Figure 1. Routing congestion (run 1).
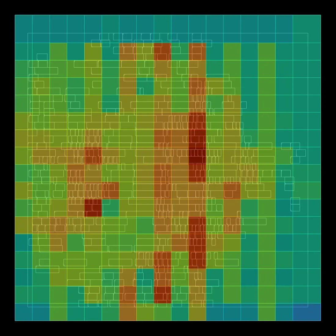
Figure 2. Layout detail (run 1).
Window x 79 to 104, y 18 to 43 µm. Cells in gray, sequential cells in the stronger gray; small squares are vias.
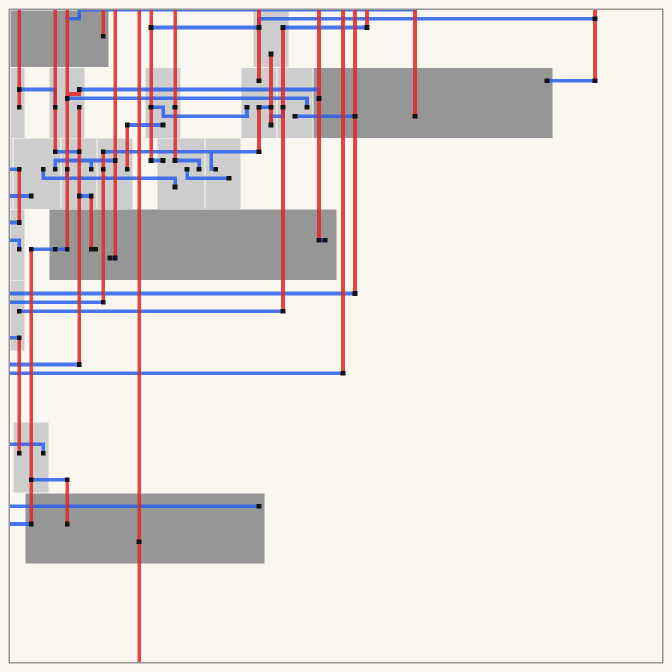
Figure 3. Routed metal, one color a layer (run 1).
Only two layers are drawn.
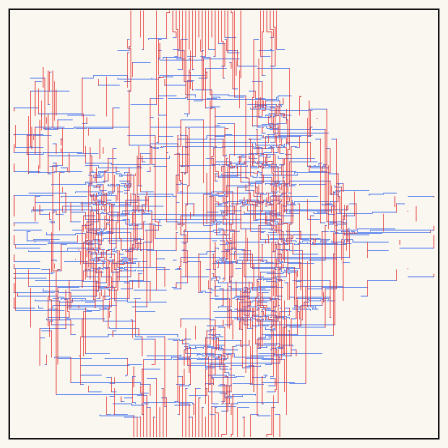
File: config.mk
export PLATFORM = sky130hd
export DESIGN_NAME = mest_pro_fetch_flat
export DESIGN_NICKNAME = d
export VERILOG_FILES = /design/src/rtl/mest_pro_fetch_pkg.sv /design/src/rtl/mest_pro_fetch_if.sv /design/src/rtl/mest_pro_ret_stack.sv /design/src/rtl/mest_pro_fetch.sv /design/src/flat_wrapper.sv
export SDC_FILE = /design/constraint.sdc
export NUM_CORES = 1
export LEC_CHECK = 0
export ABC_AREA = 1
export ABC_CLOCK_PERIOD_IN_PS = 4800
export CAP_MARGIN = 20
export CORE_MARGIN = 5
export CORE_UTILIZATION = 35
export DETAILED_ROUTE_END_ITERATION = 10
export HOLD_SLACK_MARGIN = 0.08
export PLACE_DENSITY = 0.72
export SYNTH_ARGS = -nofsm -noshare
export SYNTH_HDL_FRONTEND = slang
export SYNTH_SLANG_ARGS = --single-unit
File: constraint.sdc
create_clock -name clk -period 4.8 [get_ports clk]
set_input_delay 0.72 -clock clk [delete_from_list [all_inputs] [get_ports clk]]
set_output_delay 0.72 -clock clk [all_outputs]
set_load 0.05 [all_outputs]
File: src/rtl/mest_pro_fetch_pkg.sv
// Shared types and field layout for the instruction fetch/sequencer stage.
// Holds the FSM state enum, default widths and the default instruction field slice positions.
package mest_pro_fetch_pkg;

    typedef enum logic [2:0] {
        ST_IDLE,
        ST_FETCH,
        ST_LATCH,
        ST_ISSUE,
        ST_WAIT,
        ST_HALTED
    } state_e;

    localparam int PC_W_DEF      = 8;
    localparam int OPC_W_DEF     = 5;
    localparam int OPA_W_DEF     = 8;
    localparam int OPB_W_DEF     = 8;
    localparam int RET_DEPTH_DEF = 4;
    localparam int INSTR_W_DEF   = OPC_W_DEF + OPA_W_DEF + OPB_W_DEF;

    // Default field layout: {opcode, operand1, operand2}, opcode at the top.
    localparam int OPC_MSB = INSTR_W_DEF - 1;
    localparam int OPC_LSB = INSTR_W_DEF - OPC_W_DEF;
    localparam int OPA_MSB = OPC_LSB - 1;
    localparam int OPA_LSB = OPB_W_DEF;
    localparam int OPB_MSB = OPB_W_DEF - 1;
    localparam int OPB_LSB = 0;

endpackage

File: src/rtl/mest_pro_fetch_if.sv
// Instruction-memory and execute-unit bus of the fetch stage.
// master: fetch side (drives imem_en/addr, execute, decoded fields); slave: memory + execute unit.
interface mest_pro_fetch_if
    import mest_pro_fetch_pkg::*;
#(
    parameter int PC_W    = PC_W_DEF,
    parameter int OPC_W   = OPC_W_DEF,
    parameter int OPA_W   = OPA_W_DEF,
    parameter int OPB_W   = OPB_W_DEF,
    parameter int INSTR_W = OPC_W + OPA_W + OPB_W
);

    logic               imem_en;
    logic [PC_W-1:0]    imem_addr;
    logic [INSTR_W-1:0] imem_data;

    logic               execute;
    logic [OPC_W-1:0]   op_code;
    logic [OPA_W-1:0]   operand1;
    logic [OPB_W-1:0]   operand2;
    logic [INSTR_W-1:0] load_reg;

    logic               exec_done;
    logic               jump;
    logic               return_pc;
    logic               end_of_code;

    modport master (
        output imem_en,
        output imem_addr,
        input  imem_data,
        output execute,
        output op_code,
        output operand1,
        output operand2,
        output load_reg,
        input  exec_done,
        input  jump,
        input  return_pc,
        input  end_of_code
    );

    modport slave (
        input  imem_en,
        input  imem_addr,
        output imem_data,
        input  execute,
        input  op_code,
        input  operand1,
        input  operand2,
        input  load_reg,
        output exec_done,
        output jump,
        output return_pc,
        output end_of_code
    );

endinterface

File: src/rtl/mest_pro_ret_stack.sv
// Return-address LIFO used by JMP/RET pairs.
// Ports: clr_i (empty it), push_i/data_i, pop_i, top_o, full_o, empty_o. Push and pop never coincide.
module mest_pro_ret_stack #(
    parameter int DEPTH = 4,
    parameter int W     = 8
) (
    input  logic         clk,
    input  logic         i_reset_n,
    input  logic         clr_i,
    input  logic         push_i,
    input  logic         pop_i,
    input  logic [W-1:0] data_i,
    output logic [W-1:0] top_o,
    output logic         full_o,
    output logic         empty_o
);

    localparam int AW = $clog2(DEPTH);
    localparam logic [AW:0] FULL_V = (AW + 1)'(DEPTH);

    // One extra pointer bit distinguishes full from empty.
    logic [AW:0]   ptr_q;
    logic [AW:0]   ptr_d;
    logic [W-1:0]  mem_q [DEPTH];
    logic [AW-1:0] top_idx;

    assign full_o  = (ptr_q == FULL_V);
    assign empty_o = (ptr_q == '0);
    assign top_idx = ptr_q[AW-1:0] - AW'(1);
    assign top_o   = mem_q[top_idx];

    always_comb begin
        ptr_d = ptr_q;
        if (clr_i) begin
            ptr_d = '0;
        end else if (push_i && !full_o) begin
            ptr_d = ptr_q + 1'b1;
        end else if (pop_i && !empty_o) begin
            ptr_d = ptr_q - 1'b1;
        end
    end

    always_ff @(posedge clk or negedge i_reset_n) begin
        if (!i_reset_n) begin
            ptr_q <= '0;
        end else begin
            ptr_q <= ptr_d;
        end
    end

    // Storage needs no reset: nothing reads it until it was pushed.
    always_ff @(posedge clk) begin
        if (push_i && !full_o && !clr_i) begin
            mem_q[ptr_q[AW-1:0]] <= data_i;
        end
    end

endmodule

File: src/rtl/mest_pro_fetch.sv
// Fetch/sequencer stage: owns the PC, reads imem, issues one execute strobe per instruction,
// picks the next PC from jump/return/halt flags. Ports: clk, i_reset_n, i_start(_pc), bus, status.
module mest_pro_fetch
    import mest_pro_fetch_pkg::*;
#(
    parameter int PC_W      = PC_W_DEF,
    parameter int OPC_W     = OPC_W_DEF,
    parameter int OPA_W     = OPA_W_DEF,
    parameter int OPB_W     = OPB_W_DEF,
    parameter int INSTR_W   = OPC_W + OPA_W + OPB_W,
    parameter int RET_DEPTH = RET_DEPTH_DEF
) (
    input  logic              clk,
    input  logic              i_reset_n,
    input  logic              i_start,
    input  logic [PC_W-1:0]   i_start_pc,
    mest_pro_fetch_if.master  bus,
    output logic [PC_W-1:0]   o_pc,
    output logic              o_busy,
    output logic              o_halted,
    output logic              o_stack_err,
    output logic [15:0]       o_instr_count
);

    localparam int OPC_LO = INSTR_W - OPC_W;
    localparam int OPA_LO = OPB_W;

    state_e               state_q;
    state_e               state_d;
    logic [PC_W-1:0]      pc_q;
    logic [PC_W-1:0]      pc_d;
    logic [INSTR_W-1:0]   ir_q;
    logic [INSTR_W-1:0]   ir_d;
    logic [15:0]          cnt_q;
    logic [15:0]          cnt_d;
    logic                 err_q;
    logic                 err_d;

    logic                 start_acc;
    logic                 done_acc;
    logic [PC_W-1:0]      pc_inc;
    logic [OPA_W+OPB_W-1:0] opnd_cat;
    logic [PC_W-1:0]      jmp_tgt;

    logic                 stk_clr;
    logic                 stk_push;
    logic                 stk_pop;
    logic [PC_W-1:0]      stk_top;
    logic                 stk_full;
    logic                 stk_empty;

    mest_pro_ret_stack #(
        .DEPTH (RET_DEPTH),
        .W     (PC_W)
    ) u_ret_stack (
        .clk       (clk),
        .i_reset_n (i_reset_n),
        .clr_i     (stk_clr),
        .push_i    (stk_push),
        .pop_i     (stk_pop),
        .data_i    (pc_inc),
        .top_o     (stk_top),
        .full_o    (stk_full),
        .empty_o   (stk_empty)
    );

    // Decoded fields come straight from the instruction register.
    assign bus.op_code   = ir_q[INSTR_W-1 -: OPC_W];
    assign bus.operand1  = ir_q[OPA_LO +: OPA_W];
    assign bus.operand2  = ir_q[OPB_W-1:0];
    assign bus.load_reg  = ir_q;
    assign bus.imem_addr = pc_q;

    assign o_pc          = pc_q;
    assign o_stack_err   = err_q;
    assign o_instr_count = cnt_q;

    assign start_acc = i_start &&
                       ((state_q == ST_IDLE) || (state_q == ST_HALTED));
    assign done_acc  = bus.exec_done && (state_q == ST_WAIT);
    assign pc_inc    = pc_q + 1'b1;
    assign opnd_cat  = {bus.operand1, bus.operand2};
    assign jmp_tgt   = opnd_cat[PC_W-1:0];

    // FSM: state register
    always_ff @(posedge clk or negedge i_reset_n) begin
        if (!i_reset_n) begin
            state_q <= ST_IDLE;
        end else begin
            state_q <= state_d;
        end
    end

    // FSM: next state
    always_comb begin
        state_d = state_q;
        unique case (state_q)
            ST_IDLE,
            ST_HALTED: if (start_acc) state_d = ST_FETCH;
            ST_FETCH:  state_d = ST_LATCH;
            ST_LATCH:  state_d = ST_ISSUE;
            ST_ISSUE:  state_d = ST_WAIT;
            ST_WAIT: begin
                if (done_acc) begin
                    state_d = bus.end_of_code ? ST_HALTED : ST_FETCH;
                end
            end
            default:   state_d = ST_IDLE;
        endcase
    end

    // FSM: outputs
    always_comb begin
        bus.imem_en = 1'b0;
        bus.execute = 1'b0;
        o_busy      = 1'b1;
        o_halted    = 1'b0;
        unique case (state_q)
            ST_IDLE:   o_busy = 1'b0;
            ST_HALTED: begin
                o_busy   = 1'b0;
                o_halted = 1'b1;
            end
            ST_FETCH:  bus.imem_en = 1'b1;
            ST_ISSUE:  bus.execute = 1'b1;
            default:   ;
        endcase
    end

    // Datapath next-state: PC selection, IR capture, retire count, stack control.
    always_comb begin
        pc_d     = pc_q;
        ir_d     = ir_q;
        cnt_d    = cnt_q;
        err_d    = err_q;
        stk_clr  = 1'b0;
        stk_push = 1'b0;
        stk_pop  = 1'b0;

        if (start_acc) begin
            pc_d    = i_start_pc;
            err_d   = 1'b0;
            stk_clr = 1'b1;
        end

        if (state_q == ST_LATCH) begin
            ir_d = bus.imem_data;
        end

        if (done_acc) begin
            cnt_d = cnt_q + 16'd1;
            if (bus.end_of_code) begin
                pc_d = pc_q;
            end else if (bus.jump) begin
                // On overflow the jump is still taken; the return is lost.
                pc_d = jmp_tgt;
                if (stk_full) begin
                    err_d = 1'b1;
                end else begin
                    stk_push = 1'b1;
                end
            end else if (bus.return_pc) begin
                if (stk_empty) begin
                    err_d = 1'b1;
                    pc_d  = pc_inc;
                end else begin
                    stk_pop = 1'b1;
                    pc_d    = stk_top;
                end
            end else begin
                pc_d = pc_inc;
            end
        end
    end

    always_ff @(posedge clk or negedge i_reset_n) begin
        if (!i_reset_n) begin
            pc_q  <= '0;
            ir_q  <= '0;
            cnt_q <= '0;
            err_q <= 1'b0;
        end else begin
            pc_q  <= pc_d;
            ir_q  <= ir_d;
            cnt_q <= cnt_d;
            err_q <= err_d;
        end
    end

    // OPC_LO documents where the opcode field starts.
    localparam int OPC_LO_CHK = OPC_LO;

endmodule

File: src/flat_wrapper.sv
// flat-port wrapper written by rule: the top's interface ports become plain ports
module mest_pro_fetch_flat import mest_pro_fetch_pkg::*;
#(
    parameter int PC_W      = PC_W_DEF,
    parameter int OPC_W     = OPC_W_DEF,
    parameter int OPA_W     = OPA_W_DEF,
    parameter int OPB_W     = OPB_W_DEF,
    parameter int INSTR_W   = OPC_W + OPA_W + OPB_W,
    parameter int RET_DEPTH = RET_DEPTH_DEF
)
  (clk, i_reset_n, i_start, i_start_pc, o_pc, o_busy, o_halted, o_stack_err, o_instr_count, bus_imem_en, bus_imem_addr, bus_imem_data, bus_execute, bus_op_code, bus_operand1, bus_operand2, bus_load_reg, bus_exec_done, bus_jump, bus_return_pc, bus_end_of_code);
  mest_pro_fetch_if #(.PC_W(PC_W), .OPC_W(OPC_W), .OPA_W(OPA_W), .OPB_W(OPB_W), .INSTR_W(INSTR_W)) bus_i ();
  input  logic clk;
  input  logic i_reset_n;
  input  logic i_start;
  input  logic [PC_W-1:0] i_start_pc;
  output logic [PC_W-1:0] o_pc;
  output logic o_busy;
  output logic o_halted;
  output logic o_stack_err;
  output logic [15:0] o_instr_count;
  output wire logic [$bits(bus_i.imem_en)-1:0] bus_imem_en;
  output wire logic [$bits(bus_i.imem_addr)-1:0] bus_imem_addr;
  input wire logic [$bits(bus_i.imem_data)-1:0] bus_imem_data;
  output wire logic [$bits(bus_i.execute)-1:0] bus_execute;
  output wire logic [$bits(bus_i.op_code)-1:0] bus_op_code;
  output wire logic [$bits(bus_i.operand1)-1:0] bus_operand1;
  output wire logic [$bits(bus_i.operand2)-1:0] bus_operand2;
  output wire logic [$bits(bus_i.load_reg)-1:0] bus_load_reg;
  input wire logic [$bits(bus_i.exec_done)-1:0] bus_exec_done;
  input wire logic [$bits(bus_i.jump)-1:0] bus_jump;
  input wire logic [$bits(bus_i.return_pc)-1:0] bus_return_pc;
  input wire logic [$bits(bus_i.end_of_code)-1:0] bus_end_of_code;
  assign bus_imem_en = bus_i.imem_en;
  assign bus_imem_addr = bus_i.imem_addr;
  assign bus_i.imem_data = bus_imem_data;
  assign bus_execute = bus_i.execute;
  assign bus_op_code = bus_i.op_code;
  assign bus_operand1 = bus_i.operand1;
  assign bus_operand2 = bus_i.operand2;
  assign bus_load_reg = bus_i.load_reg;
  assign bus_i.exec_done = bus_exec_done;
  assign bus_i.jump = bus_jump;
  assign bus_i.return_pc = bus_return_pc;
  assign bus_i.end_of_code = bus_end_of_code;
  mest_pro_fetch #(.PC_W(PC_W), .OPC_W(OPC_W), .OPA_W(OPA_W), .OPB_W(OPB_W), .INSTR_W(INSTR_W), .RET_DEPTH(RET_DEPTH)) u_core (.clk(clk), .i_reset_n(i_reset_n), .i_start(i_start), .i_start_pc(i_start_pc), .bus(bus_i), .o_pc(o_pc), .o_busy(o_busy), .o_halted(o_halted), .o_stack_err(o_stack_err), .o_instr_count(o_instr_count));
endmodule
==> results.txt, run 1 <==
Entry: Yosys synthesis followed by OpenROAD place and route.

Run status:
- The flow ran to the end, and the final reports show no timing, DRC or antenna violations.

Timing:
- The run puts the aggregate negative setup slack at 0 ns.
- The run gives the total count of hold-check failures in the final report as 0.
- The run puts the final clock period utilization by the worst path at 0.6542.
- The run gives the maximum clock frequency as 0.3185 GHz.
- Setup repair after global routing left no endpoint under its margin.
- The run gives the smallest setup slack after layout as 1.660 ns.
- In the final report, the number of pins over their slew limit comes to 0.
- The run gives the transition time at the pin with the least slew margin as 0.7255 ns.
- Headroom to the max-slew limit came out at 0.5164.
- In the final report, the number of endpoints failing setup comes to 0.

Worst setup path:
- The critical path is of the register to register type.
- The run gives the buffer and inverter count on the worst path as 1.
- The run gives the type of origin of the critical path as a register.
- The run gives the largest delay contributor family on the critical path as flip-flops.
- The run puts the count of cell instances traversed by the critical path at 9.
- The run puts the depth of the most critical reg-to-reg path at 9.
- Per STA, the worst path is made up of inv_1, ha_1, a21oi_1, nand2_2, fa_1, xor2_1, nand3b_1, nand3_1, o21ai_2.
- The run puts the worst path required time at 5.02 ns.
- For this run, the slowest stage of the critical path takes 0.81 ns.
- The timing report shows that the slowest cell on the worst path is sky130_fd_sc_hd__dfrtp_1.
- The worst setup path is captured at a register.
- The run gives the maximum fanout encountered on the critical timing path as 23.

Clock network:
- The run gives the number of clock sinks as 84.
- The run puts the post-cts gate resize count at 0.
- The number of hold buffers added after CTS was 0.
- The run gives the clock edge transition at the registers on the reported setup and hold paths as 0.06 ns.
- Looking at the clock tree report, the maximum root-to-sink buffer count equals 2.
- The run gives the total setup buffers inserted after CTS as 0.
- The run gives the root cell of the clock tree as sky130_fd_sc_hd__clkbuf_16.
- TritonCTS built the clock tree.
- The run puts the clock latency on the worst-skew pair at 0.33 ns.
- The number of clock buffers added by TritonCTS is 9.

Detailed routing:
- The run gives the number of optimization iterations in the first detailed-route pass as 6.
- The run gives the vias per cell as 4.785.
- The detail route stage leaves a number of antenna-violating nets equal to 0.
- The run puts the number of design-rule violations left by the first detailed-router iteration at 149.

Finish:
- The run gives the signed area change from the synthesized netlist to the final layout as 31.62%.
- The register with the most flip-flops in the layout has 32 of them.
- The run gives the count of inserted antenna diode cells as 0.
- Leaving out fill and tap cells, the most frequent cell in the layout is sky130_fd_sc_hd__clkdlybuf4s50_1.
- The library cells used most frequently in the layout, excluding fill and tap cells, are sky130_fd_sc_hd__clkdlybuf4s50_1 (113), sky130_fd_sc_hd__nand2_1 (90), sky130_fd_sc_hd__dfrtp_1 (52), sky130_fd_sc_hd__inv_1 (38), sky130_fd_sc_hd__nor2_1 (38).
- The run gives the fraction of final layout cells with drive strength greater than 1 as 0.1083.
- The run gives the number of filler cells placed in the layout as 1126.

Yosys:
- The run gives the number of cells produced by synthesis as 454.
- Synthesis instantiated 37 different standard cells from the library.
- The synthesized netlist has a Yosys-reported chip area of 0.004349 mm².
- The run puts the post-synthesis sequential area ratio at 0.5201.
- The run gives the combined area of all synthesized cells as 0.004349 mm².
- The run puts the post-synthesis sequential element count at 84.
- The run puts the number of nets at floorplan at 497.
- The run puts the number of cell instances after yosys synthesis at 454.
- The synthesis report lists the Yosys warning total as 0.

Floorplan:
- The die is 121.5 µm tall.
- Pin placement for this block handled 115 I/O pins.
- The run puts the floorplan row count at 40.
- Per the OpenROAD floorplan log, the width of the die is 121.5 µm.
- The chip occupies 0.01476 mm².
- The run puts the floorplan core area at 0.01211 mm².
- The run puts the starting density of the core at 0.3591.

GRT:
- Entering global routing, the biggest net connects 53 pins.
- The run puts the number of antenna violations at the first check in global routing at 0.
- The run gives the aggregate global routing overflow as 0.
- The run puts the number of global-route vias before repair at 3416.

Flow run:
- The run puts the count of max-cap constraint violations at 0.
- The run gives the number of warnings the tools reported as 29.

Power:
- The run gives the worst ir drop on vdd as 0.3809 mV.
- In this run the power density over the cells is 745.8 mW/mm².
- The final power report lists total power as 4269 µW.
- The run puts the static leakage at 0.002336 µW.

Min path:
- The run gives the path category of the worst min-delay check as register to register.

Place:
- The congestion estimate from routability-driven global placement came to 0.9464.
- The run puts the count of buffers from port buffering at 114.
- Summed over all nets, the half-perimeter wirelength after detailed placement is 7999 µm.
About Figure 1:
overall fraction of global-route tracks in use: 0.1482
Finished Core Util: 0.4726
met2 usage in global routing: 0.2539

About Figure 2:
Blue marks metal 1. Red marks metal 2.
Sequential cells in the window: 3. Most frequent: nand2_1 (8), nand3_1 (2), dfrtp_1 (2). Netlist names of flops here include u_core.bus.imem_addr (2), u_core.u_ret_stack.mem_q (1). 14 logic cells have their middle in the window.

About Figure 3:
Blue marks metal 1, wire length 4470 µm. Red marks metal 2, wire length 5390 µm.
wire length per cell after detailed routing: 15.17 µm
via total after detailed routing: 3412
Post-Route WL: 10820 µm

run 1: report_power, final:
part | internal, µW | switching, µW
Combinational | 767 | 1620
Sequential | 969 | 206
Clock | 420 | 291
Total | 2160 | 2110
run 1: metrics by stage:
step | instances | hold slack (ns) | instance area, µm²
6_report | 713 | 0.4941 | 5724
5_1_grt | 713 | 0.4985 | 5724
4_1_cts | 713 | 0.4937 | 5724
3_5_place_dp | 697 | 0.4796 | 5413
3_3_place_gp | 697 | 0.4738 | 5413
2_1_floorplan | 454 | 0.4244 | 4349
run 1: cell usage after synthesis, drive strengths merged:
library cell | n | area share
nand2 | 95 | 0.089
dfrtp | 52 | 0.30
nor2 | 45 | 0.049
inv | 41 | 0.036
buf | 40 | 0.067
nand3 | 34 | 0.041
edfxtp | 32 | 0.22
o21ai | 29 | 0.035
a21oi | 18 | 0.022
mux2 | 18 | 0.047
xor2 | 9 | 0.018
nor3 | 8 | 0.0092
ha | 6 | 0.017
nand4 | 6 | 0.012
o21a | 5 | 0.0086
xnor2 | 5 | 0.010
or2 | 3 | 0.0043
nand3b | 2 | 0.0035
o22ai | 2 | 0.0029
a22oi | 1 | 0.0017
and2 | 1 | 0.0014
clkinv | 1 | 0.00086
fa | 1 | 0.0046
run 1: layout make-up:
class / instances / area, µm² / area share
clock buffer: 12 / 279.0 / 0.04874
clock inverter: 4 / 32.53 / 0.005683
inverter: 42 / 160.2 / 0.02798
multi-input combinational: 288 / 1637 / 0.2859
sequential: 84 / 2262 / 0.3952
tap: 168 / 210.2 / 0.03672
timing repair buffer: 115 / 1144 / 0.1998
run 1: cells by family (layout without fill, tap and decap cells):
kind of cell,Yosys count,after routing,synth area share
AOI/OAI and AO/OA,55,55,0.06991
xor gates and xnor gates,14,14,0.02819
buffers and inverters,82,173,0.1036
DFF,84,84,0.5201
adders and majority gates,7,7,0.02186
and+or+nand+nor,194,194,0.2097
muxes,18,18,0.04660
run 1: worst min-delay path: cells and delay by family, from the launching register on:
family        cells  cell delay (ns)
flops             1             0.35
simple gates      2             0.11
run 1: final timing paths:
path	startpoint	to	slack, ns
hold / removal	u_core.o_stack_err$_DFF_PN0_	u_core.o_stack_err$_DFF_PN0_	0.49
min in group asynchronous	i_reset_n	u_core.o_instr_count[7]$_DFFE_PN0N_	0.52
max in group asynchronous	i_reset_n	u_core.bus.imem_addr[4]$_DFFE_PN0P_	3.84
setup / recovery	u_core.u_ret_stack.ptr_q[0]$_DFFE_PN0P_	u_core.u_ret_stack.ptr_q[2]$_DFFE_PN0P_	1.66
hold reg to reg	u_core.o_stack_err$_DFF_PN0_	u_core.o_stack_err$_DFF_PN0_	0.49
setup reg to reg	u_core.u_ret_stack.ptr_q[0]$_DFFE_PN0P_	u_core.u_ret_stack.ptr_q[2]$_DFFE_PN0P_	1.66
run 1: routing by layer:
layer  share of wire  global-route usage  wire, µm
met5               0                   0         0
met4          0.0093             0.03782       101
met3           0.079             0.04149       856
met2            0.50              0.2539      5394
met1            0.41              0.1840      4465
Figure 4. Supply network (run 1).
Scale bar: 20 µm. Pins as bars on the die edge. Tap cells in gray.
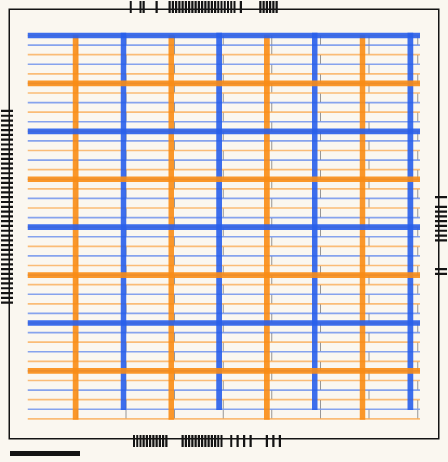

## Run 2: what changed since run 1
Settings changed: ABC_CLOCK_PERIOD_IN_PS 4800 to 2600, PLACE_DENSITY 0.72 to 0.74.
Clock period 4.8 ns to 2.6 ns, I/O delays scaled along.
Figure 5. Supply network (run 2).
Scale bar: 20 µm. Pins as bars on the die edge. Tap cells in gray.
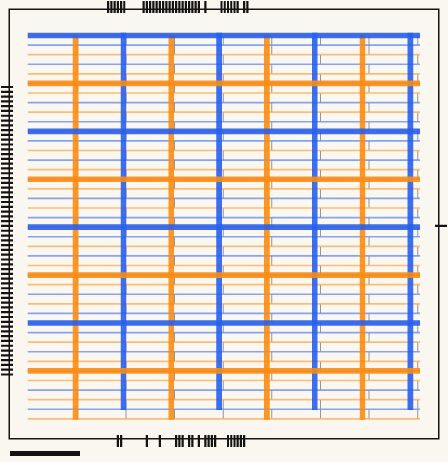
Orange marks VSS. Blue marks VDD.
8 straps on met4. 8 straps on met5. 115 signal pins sit on the boundary.
die y size: 121.5 µm
core area: 0.01211 mm²
maximum VDD drop: 1.114 mV

==> run 2 against run 1 <==
Net effect: routed wire length down 2.7%; via count down 0.44%; power up 85%; utilization up 0.55 points; clock power up 88%; critical path type is now register to output pin; largest cell class unchanged; largest power group unchanged.
==> results.txt, run 2 <==
Entry: Yosys synthesis followed by OpenROAD place and route.

Run status:
- The run finished with clean final reports.

Detailed routing:
- The run puts the total detailed-routing wirelength at 10530 µm (-2.7%).
- The run gives the post-detailed-route count of antenna-violating nets as 0 (unchanged).
- The run gives the vias per cell as 4.712 (-1.5%).
- The run gives the wire length per cell after detailed routing as 14.60 µm (-3.8%).
- The total number of vias is 3397 (-0.44%).
- The number of design-rule violations left by the first detailed-router iteration is 188 (+26%).

Timing:
- The run gives the final setup violation count as 0 (unchanged).
- Based on the critical path, the design can be clocked at up to 0.4054 GHz.
- Setup repair after global routing left no endpoint under its margin.
- The relative slew slack was 0.5521 (+0.03576).
- The run gives the number of pins exceeding their max-slew limit in the final report as 0 (unchanged).
- The run puts the aggregate negative setup slack at 0 ns (unchanged).
- The run gives the transition time at the pin with the least slew margin as 0.6718 ns (-0.05364 ns).
- The worst slack on hold paths came to 0.1775 ns (-0.3166 ns).
- The run gives the total count of hold-check failures in the final report as 0 (unchanged).

GRT:
- The run puts the number of antenna violations at the first check in global routing at 0 (unchanged).
- The aggregate global routing overflow came to 0 (unchanged).
- The run gives the overall track demand over capacity in global routing as 0.1475 (-0.0007244).
- The run gives the number of global-route vias before repair as 3610 (+5.7%).
- The run puts the maximum number of pins on one net before global-route repair at 53 (unchanged).

Yosys:
- The run puts the post-synthesis sequential area ratio at 0.5201 (unchanged).
- The run gives the number of different library cells in the post-synthesis netlist as 37 (unchanged).
- The most frequently used library cell after synthesis is sky130_fd_sc_hd__nand2_1.
- The run gives the yosys warning tally as 0 (unchanged).
- The commonest register cell is sky130_fd_sc_hd__dfrtp_1.
- The fraction of registers with async set or reset after synthesis came to 0.6190 (unchanged).
- The run puts the number of cells produced by synthesis at 454 (unchanged).
- By area the synthesized netlist is led by sky130_fd_sc_hd__dfrtp_1 (30%), sky130_fd_sc_hd__edfxtp_1 (22%), sky130_fd_sc_hd__nand2_1 (7.8%).
- The run puts the portion of synthesized cell area occupied by the leading cell type at 0.2992 (unchanged).
- The post-synthesis sequential element count is 84 (unchanged).
- The number of cell instances after yosys synthesis came to 454 (unchanged).
- The run puts the count of flip-flops with a built-in enable after synthesis at 32 (unchanged).

Finish:
- The count of non-filler cells in the finished layout came to 721 (+1.1%).
- The run puts the post-route standard cell area excluding fillers at 0.005791 mm² (+1.2%).
- The run gives the signed area change from the synthesized netlist to the final layout as 33.14%.
- The fraction of final layout cells with drive strength greater than 1 came to 0.1193 (+0.01109).
- The run puts the count of inserted antenna diode cells at 0 (unchanged).
- The run gives the most frequently placed logic cell in the final layout as sky130_fd_sc_hd__clkdlybuf4s50_1.
- The run puts the number of flip-flops in the largest register at 32 (unchanged).
- The post-layout utilization of the core is 0.4781 (+0.005475).

Place:
- The routability congestion estimate was 0.8552 (-9.6%).
- The run gives the number of instances in the placed design as 705 (+1.1%).
- The run puts the half-perimeter wire length after detailed placement at 7971 µm (-0.35%).
- The run puts the count of buffers from port buffering at 114 (unchanged).

Flow run:
- The run puts the count of max-cap constraint violations at 0 (unchanged).
- The run puts the number of warnings the tools reported at 29 (unchanged).

Min path:
- According to the hold report, the worst path is of the input pin to async pin type.

Power:
- The power density over cell area came to 1364 mW/mm² (+83%).
- The run gives the static leakage as 0.002372 µW (+1.5%).

Clock network:
- The number of buffers added by the clock tree synthesis step is 9 (unchanged).
- TritonCTS built the clock tree.
- The run gives the maximum buffer depth of the clock tree as 2 (unchanged).
- The run puts the clock latency on the worst-skew pair at 0.33 ns (about the same).
- The total setup buffers inserted after CTS is 0 (unchanged).
- The number of clock sinks is 84 (unchanged).
- The run gives the post-cts gate resize count as 0 (unchanged).
- The clock edge transition at the registers on the reported setup and hold paths was 0.06 ns (about the same).

Worst setup path:
- By startpoint and endpoint, the worst setup path is classified as register to output pin.
- The run gives the maximum fanout encountered on the critical timing path as 9 (-61%).
- The worst setup path is launched from a register.
- STA classifies the critical path endpoint as an output pin.
- The run gives the arrival time of the worst setup path as 2.08 ns.
- The worst path required time was 2.21 ns (-2.81 ns).

Floorplan:
- The run puts the width of the chip at 121.5 µm (unchanged).
- The run puts the floorplan row count at 40 (unchanged).
- The run gives the count of boundary I/O pins as 115 (unchanged).
- The run puts the area of the die at 0.01476 mm² (unchanged).
run 2: cell types whose count changed in the layout (fill, tap and decap cells not counted), moves of 2 or more:
| cell | before | now |
|---|---|---|
| sky130_fd_sc_hd__clkinv_4 | 0 | 2 |
| sky130_fd_sc_hd__buf_4 | 1 | 9 |
| sky130_fd_sc_hd__bufinv_16 | 0 | 2 |
| sky130_fd_sc_hd__inv_6 | 3 | 0 |
| sky130_fd_sc_hd__clkbuf_16 | 11 | 9 |
run 2: worst max-delay path, cell delays in order (launching register included):
cell and delay, ns:
sky130_fd_sc_hd__dfrtp_1 0.50, sky130_fd_sc_hd__or2_2 0.36, sky130_fd_sc_hd__nor2_1 0.08, sky130_fd_sc_hd__clkdlybuf4s50_1 0.81
run 2: cell type report:
cell class | count | area [µm²]
clock buffers | 10 | 229.0
clock inverters | 6 | 88.84
fillers | 1120 | 6321
inverters | 42 | 160.2
multi-input cells | 288 | 1637
flip-flops and latches | 84 | 2262
well taps | 168 | 210.2
repair buffers | 123 | 1204
run 2: cells by family (layout without fill, tap and decap cells):
| family | after synthesis | count (layout) | share of synthesized area |
|---|---|---|---|
| compound gates | 55 | 55 | 0.06991 |
| buf+inv | 82 | 181 | 0.1036 |
| simple gates | 194 | 194 | 0.2097 |
| mux | 18 | 18 | 0.04660 |
| fa+ha+maj | 7 | 7 | 0.02186 |
| flops | 84 | 84 | 0.5201 |
| xor+xnor | 14 | 14 | 0.02819 |
run 2: through the flow:
step | total power (µW) | setup slack, ns
floorplan | 5415 | 0.3296
global placement | 6513 | 0.2976
detailed placement | 6592 | 0.2181
CTS | 7959 | 0.1159
global route | 8301 | 0.05298
finish | 7896 | 0.1336
run 2: routing by layer:
layer	global-route usage	up-vias	routed length [µm]
li1	-	1659	-
met1	0.1684	1603	4215
met2	0.2598	120	5218
met3	0.05361	15	959
met4	0.03922	0	132
met5	0	-	0
run 2: final timing paths:
check                                                         from                                 endpoint  slack, ns  depth (start not counted)
max in group asynchronous                                i_reset_n      u_core.o_instr_count[5]$_DFFE_PN0N_       1.97                          2
min reg2reg                           u_core.o_stack_err$_DFF_PN0_             u_core.o_stack_err$_DFF_PN0_       0.49                          2
min in group clk                      u_core.o_stack_err$_DFF_PN0_             u_core.o_stack_err$_DFF_PN0_       0.49                          2
min                                                      i_reset_n      u_core.bus.load_reg[19]$_DFFE_PN0P_       0.18                          2
max reg2reg                u_core.u_ret_stack.ptr_q[1]$_DFFE_PN0P_  u_core.u_ret_stack.ptr_q[2]$_DFFE_PN0P_       0.36                          9
max                                  u_core.state_q[2]$_DFFE_PN0P_                              bus_execute       0.13                          3
run 2: power breakdown:
group	leakage, µW	switching (µW)	internal (µW)
clock network	0.000150	503	841
logic	0.00130	2980	1430
registers	0.000920	357	1790
Power figures rest on the tool's default switching activity, not on a simulated workload.
